**Congestion heat map**

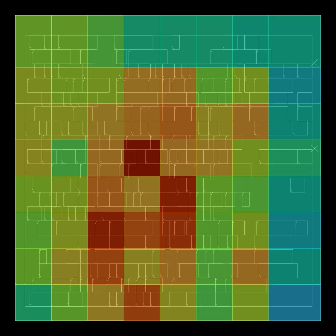
**Clock wires, drivers and flops**

Drawn at 8 px/µm.
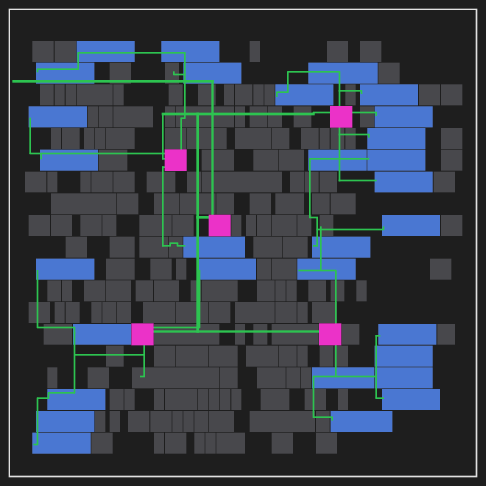
**Logic cells by family**

Drawn at 6 px/µm.
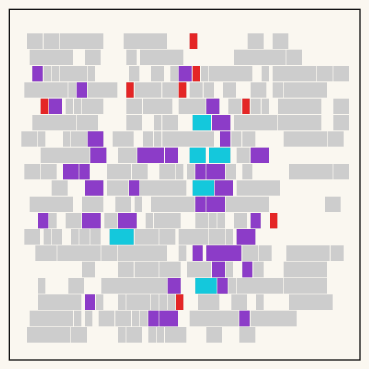
**Routed metal per tile**

Drawn at 6 px/µm. The die is cut into 12 by 12 equal tiles; white is low, dark blue is high, scaled to the fullest tile. Values are wire area over tile area, all layers added.
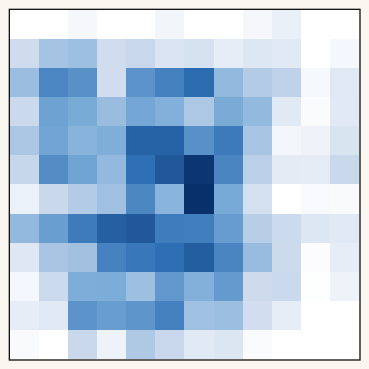
==> config.mk <==
export PLATFORM = sky130hd
export DESIGN_NAME = q_cycle_sequencer
export DESIGN_NICKNAME = d
export VERILOG_FILES = /design/src/rtl/q_cycle_sequencer.sv
export SDC_FILE = /design/constraint.sdc
export NUM_CORES = 1
export LEC_CHECK = 0
export ABC_CLOCK_PERIOD_IN_PS = 2350
export CAP_MARGIN = 25
export CORE_MARGIN = 1.5
export CORE_UTILIZATION = 51
export DETAILED_ROUTE_END_ITERATION = 8
export DONT_BUFFER_PORTS = 1
export GPL_ROUTABILITY_DRIVEN = 0
export MAX_ROUTING_LAYER = met4
export PLACE_DENSITY_LB_ADDON = 0.05
export SYNTH_ARGS = -nofsm -noshare
export SYNTH_HDL_FRONTEND = slang
export SYNTH_SLANG_ARGS = --single-unit
==> constraint.sdc <==
create_clock -name clk -period 2.35 [get_ports clk]
set_input_delay 0.47 -clock clk [delete_from_list [all_inputs] [get_ports clk]]
set_output_delay 0.47 -clock clk [all_outputs]
set_load 0.1 [all_outputs]
==> notes.md <==
run metrics: reg2reg path depth 8, Required @ worst endpoint 2.63 ns, PortBufs 0, dpl ws 0.0336 ns, Area Overhead vs Synth 25.7%, CTS sink count 30, fin worst setup slack 0.142 ns, failing checks DRC, post-DR vias/cell 6.06, ys async rst share 0%, Cell area leaders dfxtp_1, mux2i_1, nor2_1, Root Driver clkbuf_4, Nets at Floorplan 195, Signal inverters 8, Clock Pin Slew Worst Setup and Hold Paths 0.10 ns, EDFF count, synth 0, status finished, violations left, simple share 23.9%, buffers and inverters on the worst path 1, total CTS buffers 5, Yosys reg bits 30, drt drc 2, Flops 30, Setup Crit Path Kind reg2reg, Cell Type Count 47, Largest type area fraction 38.6%, GRT met2 Usage 39.4%, slowest stage cell on the critical path dfxtp_2, antenna cell count 0, # H-tree levels 2, worst-margin pin slew 0.576 ns, drt pass-1 iters 6, Placed Cells incl. Taps 236, Hold WS 0.187 ns
## Picture notes: 'congestion heat map'
per-cell routed wire length: 16.4 µm
Core Util, Final: 69.1%

## Picture notes: 'clock wires, drivers and flops'
[magenta] cells driving clock nets | count: 5
[green] clock wires | length: 380 µm
[blue] flip-flops | count: 30
routed clock nets	6
Latency at later pin: 0.34 ns
power share of the clock group: 30.1%
P_clk: 408 µW

## Picture notes: 'logic cells by family'
color	family	cells
cyan	AND-OR and OR-AND gates	6
red	inverters	8
purple	inverting AOI/OAI gates	36
most numerous logic cell after layout: buf_4
multi-input gate share of total cell area: 47.4%
Post-Layout Cell Count: 245

## Picture notes: 'routed metal per tile'
mean over tiles	0.19
tiles over half the peak	27%
fullest tile	0.59
emptiest ninth of the die	south-east
densest ninth of the die	center
WL final: 4.03 mm
Vias: 1485
GRT Util Overall: 26.1%

==> synthesized netlist by cell type (2+ instances only) <==
master and n:
dfxtp_1 30, inv_1 8, or3_1 3, and4bb_2 2, nor2_1 27, mux2_2 4, nor3_1 9, nand3_1 2
ha_1 2, nand2_1 14, o31ai_1 2, o2111ai_1 2, o311ai_0 2, a21oi_1 10, a221oi_1 2, nand2b_1 2
mux2i_1 11, clkbuf_1 2, a31oi_1 6, or2_2 2, buf_2 2, nor4_1 3, o21ai_0 5, a311oi_1 2
==> power breakdown <==
| group | switching (mW) | internal [mW] | total [mW] |
|---|---|---|---|
| Combinational | 0.271 | 0.125 | 0.396 |
| Sequential | 0.0175 | 0.535 | 0.553 |
| Clock | 0.188 | 0.220 | 0.408 |
| Total | 0.476 | 0.881 | 1.36 |
Power figures rest on the tool's default switching activity, not on a simulated workload.
